==> src/rtl/io_display_out_if.sv <==
// CPU-to-display write channel: the IO-write strobe, its data word and the
// commit-pending status returned to the CPU side.
interface io_display_out_if;
  // Handshake: wr_en_i is a one-cycle valid strobe with no ready. Every strobe
  // is accepted on the clk edge where it is high, and wdata_i is sampled on
  // that edge. pending_o is high from the edge after an accepted word until
  // the frame commit that makes it visible.
  logic        wr_en_i;
  logic [31:0] wdata_i;
  logic        pending_o;

  modport master (output wr_en_i, output wdata_i, input pending_o);
  modport slave  (input wr_en_i, input wdata_i, output pending_o);
endinterface

==> src/rtl/io_display_out.sv <==
// 8-digit multiplexed hex display with a shadow register that is committed only
// at a scan-frame boundary. Optional macro IO_DISPLAY_LZB_EN enables leading-zero blanking.
module io_display_out #(
  parameter int DIG_DIV = 50000,
  parameter int CNT_W   = 16
) (
  input  logic              clk,
  input  logic              rst,
  io_display_out_if.slave   bus,
  output logic [7:0]        an_o,
  output logic [7:0]        seg_o,
  output logic [15:0]       led_o
);

  localparam logic [CNT_W-1:0] DIV_LAST = CNT_W'(DIG_DIV - 1);
  localparam logic [CNT_W-1:0] CNT_ONE  = CNT_W'(1);

  logic [CNT_W-1:0] presc_q, presc_d;
  logic [2:0]       idx_q, idx_d;
  logic [31:0]      shadow_q, shadow_d;
  logic [31:0]      display_q, display_d;
  logic             pending_q, pending_d;
  logic [7:0]       an_q, an_d;
  logic [7:0]       seg_q, seg_d;
  logic [15:0]      led_q, led_d;

  logic             slot_end;
  logic             commit;
  logic [4:0]       shamt;
  logic [3:0]       nib;
  logic             blank;

  function automatic logic [6:0] hex7(input logic [3:0] n);
    logic [6:0] s;
    case (n)
      4'h0: s = 7'h40;
      4'h1: s = 7'h79;
      4'h2: s = 7'h24;
      4'h3: s = 7'h30;
      4'h4: s = 7'h19;
      4'h5: s = 7'h12;
      4'h6: s = 7'h02;
      4'h7: s = 7'h78;
      4'h8: s = 7'h00;
      4'h9: s = 7'h10;
      4'hA: s = 7'h08;
      4'hB: s = 7'h03;
      4'hC: s = 7'h46;
      4'hD: s = 7'h21;
      4'hE: s = 7'h06;
      default: s = 7'h0E;
    endcase
    return s;
  endfunction

  assign slot_end = (presc_q == DIV_LAST);
  assign commit   = slot_end && (idx_q == 3'd7);

  always_comb begin
    presc_d   = presc_q + CNT_ONE;
    idx_d     = idx_q;
    shadow_d  = shadow_q;
    display_d = display_q;
    pending_d = pending_q;

    if (slot_end) begin
      presc_d = '0;
      idx_d   = idx_q + 3'd1;
    end

    // A write landing on the commit cycle goes straight to the display so the
    // newest value is never held back a whole extra frame.
    if (commit) begin
      if (bus.wr_en_i) begin
        shadow_d  = bus.wdata_i;
        display_d = bus.wdata_i;
      end else if (pending_q) begin
        display_d = shadow_q;
      end
      pending_d = 1'b0;
    end else if (bus.wr_en_i) begin
      shadow_d  = bus.wdata_i;
      pending_d = 1'b1;
    end
  end

  always_comb begin
    shamt = {idx_q, 2'b00};
    nib   = display_q[shamt +: 4];
    blank = 1'b0;
`ifdef IO_DISPLAY_LZB_EN
    // Blank digit k>0 when it and every nibble above it are zero.
    blank = (idx_q != 3'd0) && ((display_q >> shamt) == 32'd0);
`endif
    an_d  = blank ? 8'hFF : ~(8'h01 << idx_q);
    seg_d = blank ? 8'hFF : {1'b1, hex7(nib)};
    led_d = display_q[15:0];
  end

  always_ff @(posedge clk or posedge rst) begin
    if (rst) begin
      presc_q   <= '0;
      idx_q     <= 3'd0;
      shadow_q  <= 32'd0;
      display_q <= 32'd0;
      pending_q <= 1'b0;
      an_q      <= 8'hFF;
      seg_q     <= 8'hFF;
      led_q     <= 16'd0;
    end else begin
      presc_q   <= presc_d;
      idx_q     <= idx_d;
      shadow_q  <= shadow_d;
      display_q <= display_d;
      pending_q <= pending_d;
      an_q      <= an_d;
      seg_q     <= seg_d;
      led_q     <= led_d;
    end
  end

  assign an_o          = an_q;
  assign seg_o         = seg_q;
  assign led_o         = led_q;
  assign bus.pending_o = pending_q;

endmodule
==> src/flat_wrapper.sv <==
// flat-port wrapper written by rule: the top's interface ports become plain ports
module io_display_out_flat 
#(
  parameter int DIG_DIV = 50000,
  parameter int CNT_W   = 16
)
  (clk, rst, an_o, seg_o, led_o, bus_wr_en_i, bus_wdata_i, bus_pending_o);
  io_display_out_if bus_i ();
  input  logic clk;
  input  logic rst;
  output logic [7:0] an_o;
  output logic [7:0] seg_o;
  output logic [15:0] led_o;
  input wire logic [$bits(bus_i.wr_en_i)-1:0] bus_wr_en_i;
  input wire logic [$bits(bus_i.wdata_i)-1:0] bus_wdata_i;
  output wire logic [$bits(bus_i.pending_o)-1:0] bus_pending_o;
  assign bus_i.wr_en_i = bus_wr_en_i;
  assign bus_i.wdata_i = bus_wdata_i;
  assign bus_pending_o = bus_i.pending_o;
  io_display_out #(.DIG_DIV(DIG_DIV), .CNT_W(CNT_W)) u_core (.clk(clk), .rst(rst), .bus(bus_i), .an_o(an_o), .seg_o(seg_o), .led_o(led_o));
endmodule
==> config.mk <==
export PLATFORM = sky130hd
export DESIGN_NAME = io_display_out_flat
export DESIGN_NICKNAME = d
export VERILOG_FILES = /design/src/rtl/io_display_out_if.sv /design/src/rtl/io_display_out.sv /design/src/flat_wrapper.sv
export SDC_FILE = /design/constraint.sdc
export NUM_CORES = 1
export LEC_CHECK = 0
export CAP_MARGIN = 10
export CORE_UTILIZATION = 55
export CTS_BUF_LIST = sky130_fd_sc_hd__clkbuf_8
export CTS_CLUSTER_DIAMETER = 50
export CTS_CLUSTER_SIZE = 24
export DETAILED_ROUTE_END_ITERATION = 10
export PLACE_DENSITY_LB_ADDON = 0.15
export SYNTH_ARGS = -nofsm -noshare
export SYNTH_HDL_FRONTEND = slang
export SYNTH_SLANG_ARGS = --single-unit
==> constraint.sdc <==
create_clock -name clk -period 5.2 [get_ports clk]
set_input_delay 0.52 -clock clk [delete_from_list [all_inputs] [get_ports clk]]
set_output_delay 0.52 -clock clk [all_outputs]
set_load 0.05 [all_outputs]
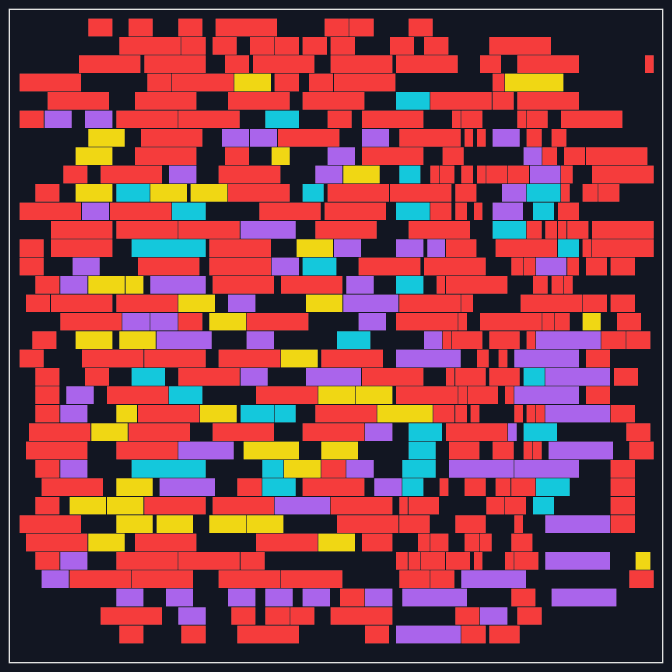
(images/sizes.png)
_0 and _1 cells: shown in red, cells 265. _6 and larger: shown in cyan, cells 30. _2 cells: shown in purple, cells 69. _3 and _4 cells: shown in yellow, cells 38.
final worst setup slack: 2.36 ns
Layout area overhead: 22.5%
Non-CTS buffers: 68
Post-Layout Inst Area: 6000 um^2

==> GITHUB_STEP_SUMMARY <==
### Flow metrics

| Metric | Value |
|---|---|
| Hold EP | u_core.led_o[0]$_DFF_PP0_ |
| Fin Setup TNS | 0 ns |
| Post-DRT Antenna Nets | 0 |
| H-tree Lvls | 4 |
| Asr flop ratio synth | 100% |
| DRC | 0 |
| Synth warn | 0 |
| Switching pwr | a little over 0.5 mW |
| Drt pass-1 iters | 4 |
| Worst-Margin Slew | slightly above 1 ns |
| Count of final hold-check violations | 0 |
| GRT Total Usage | between 20% and 30% |
| MUX share of area | 23.7% |
| Area leader, netlist | dfrtp_1 |
| Routed length per instance | between 15 and 20 um |
| IO Pins | slightly below 70 |
| DR vias/cell | approximately 5.3 |
| Hold Buf Count CTS | 0 |
| Clk ins delay skew pair | about 0.42 ns |
| Crit-path cells | mux4_2 -> mux2i_1 -> inv_1 -> ha_1 -> and3_1 -> a211o_1 |
| Die Span X | 96.4 um |
| Top power group | registers |
| Critical Path Source Type | register |
| Power, Total | 1.98 mW |
| Multi-input logic area | 1850 um^2 |
| Reg-to-reg slack, setup | between 2 and 2.5 ns |
| CTS resizes | 0 |
| Core ar. | a little under 9000 um^2 |
| CP Launch Point | u_core.idx_q[0]$_DFFE_PP0N_ |
| Post-synth EDFFs | 0 |
| Final Max Tran Viols | 0 |
| Final number of setup-violating endpoints | 0 |
| XORs/XNORs by Area | under 10% |
| Met2 usage | between 30% and 40% |
| Met3 routed WL | between 300 and 400 um |
| Top cells, area | dfrtp_1 51%, mux2_4 9.2%, mux2_2 8.5% |
| Mapped Cells | 316 |
| Filler cell count | between 600 and 700 |
| Critical hold path startpoint | u_core.display_q[0]$_DFFE_PP0P_ |
| GRT Residual Overflow | 0 |
| Clk pwr share | around 43% |
| CTS tree | done |
| Worst Setup End Kind | register |
| CP Max Fanout | 11 |
| Gr busiest metal | met2 |
| Setup Skew | between 0.01 and 0.015 ns |
| WL final | 8.38 mm |
| Initial antenna violation count | 0 |
| Unrepaired setup endpoints after global routing | no |
| Clock Path Buffers | 2 |
| Root buffer cell | clkbuf_8 |
| Met1 track demand over resource | 26.7% |
| Synthesized net count | ~360 |
| Cell with the most instances after synthesis | dfrtp_1 |
| Reg power frac | between 40 and 50% |
| Tmin final | 2.84 ns |
| Setup CP Type | reg -> reg |
| Cts bufs inserted | 17 |
| Number of global-route vias before repair | between 2,000 and 3,000 |
| Post-DP Area | ~5600 um^2 |
| Min Hold Slack | between 0.4 and 0.5 ns |
| Synth Seq Share | 59.1% |
| CP Data Required Time | ~5.5 ns |
| Reg2reg path depth | 6 |
| # rows | 34 |
| Top cell area share | 51.0% |
| Setup crit end | u_core.seg_o[0]$_DFF_PP1_ |
| Critical path's slowest cell | dfrtp_1 |
| Gate power share | 8.5% |
| Reg-to-reg critical path endpoint | u_core.seg_o[0]$_DFF_PP1_ |
| Routability cong. | 0.776 |
| VDD IR max | about 190 uV |
| Met3 Use GR | under 10% |
| Status | complete, no violations |
| Count of buffers from port buffering | around 66 |
| Synth Flop Type | dfrtp_1 |
| Clk sinks | 115 |
| Most frequent cells after synthesis | 100 x dfrtp_1, 37 x mux2_2, 30 x mux2_4 |
| Slew HR | a little under a third |
| Starting DRC count in detailed routing | 95 |
| Sw Ratio | between 20% and 30% |
| Synth Register Bits | 115 |
| Largest net degree at the start of global routing | roughly 75 |
| Worst R2R Start | u_core.idx_q[0]$_DFFE_PP0N_ |
| Pre-CTS WS | approximately 2.2 ns |
| Clk. pwr | 0.855 mW |
| Fin crit share | 54.6% |
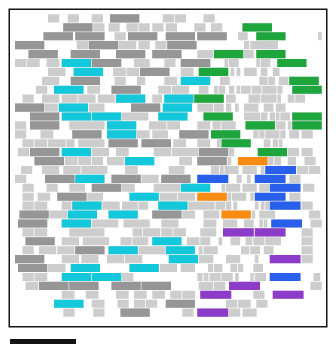
(images/flops_by_reg.png)
Scale bar: 20 um.
u_core.seg_o: shown in purple, placed flops 7, where bottom right. u_core.display_q: shown in cyan, placed flops 32. u_core.idx_q: shown in orange, placed flops 3. u_core.an_o: shown in blue, placed flops 8, where right middle. u_core.presc_q: shown in green, placed flops 16.
Another 49 sequential cells are not coloured.
final design utilization: 69.2%
Seq group: 0.954 mW
FF+latch area: 2900 um^2

[critical path, delay by kind of cell, from the launching register on]
kind / cells / cell delay [ns]
fa+ha+maj: 1 / 0.30
mux: 2 / 1.15
flops: 1 / 0.76
simple gates: 1 / 0.16
compound gates: 1 / 0.22
buf+inv: 1 / 0.19
[final cells by class]
type	instances	share of cell area, %
clock inverter	15	2.96
inverter	10	0.667
timing repair buffer	68	11.3
multi-input combinational	177	30.7
tap	108	2.25
sequential	115	48.2
clock buffer	17	3.90
[sequential cells by signal, summed over array words and instances, names as in the netlist]
name and cells:
u_core.presc_q 16, u_core.seg_o 7, u_core.shadow_q 32, u_core.an_o 8, u_core.bus.pending_o 1, u_core.display_q 32, u_core.led_o 16, u_core.idx_q 3
Power and IR drop assume default switching activity.
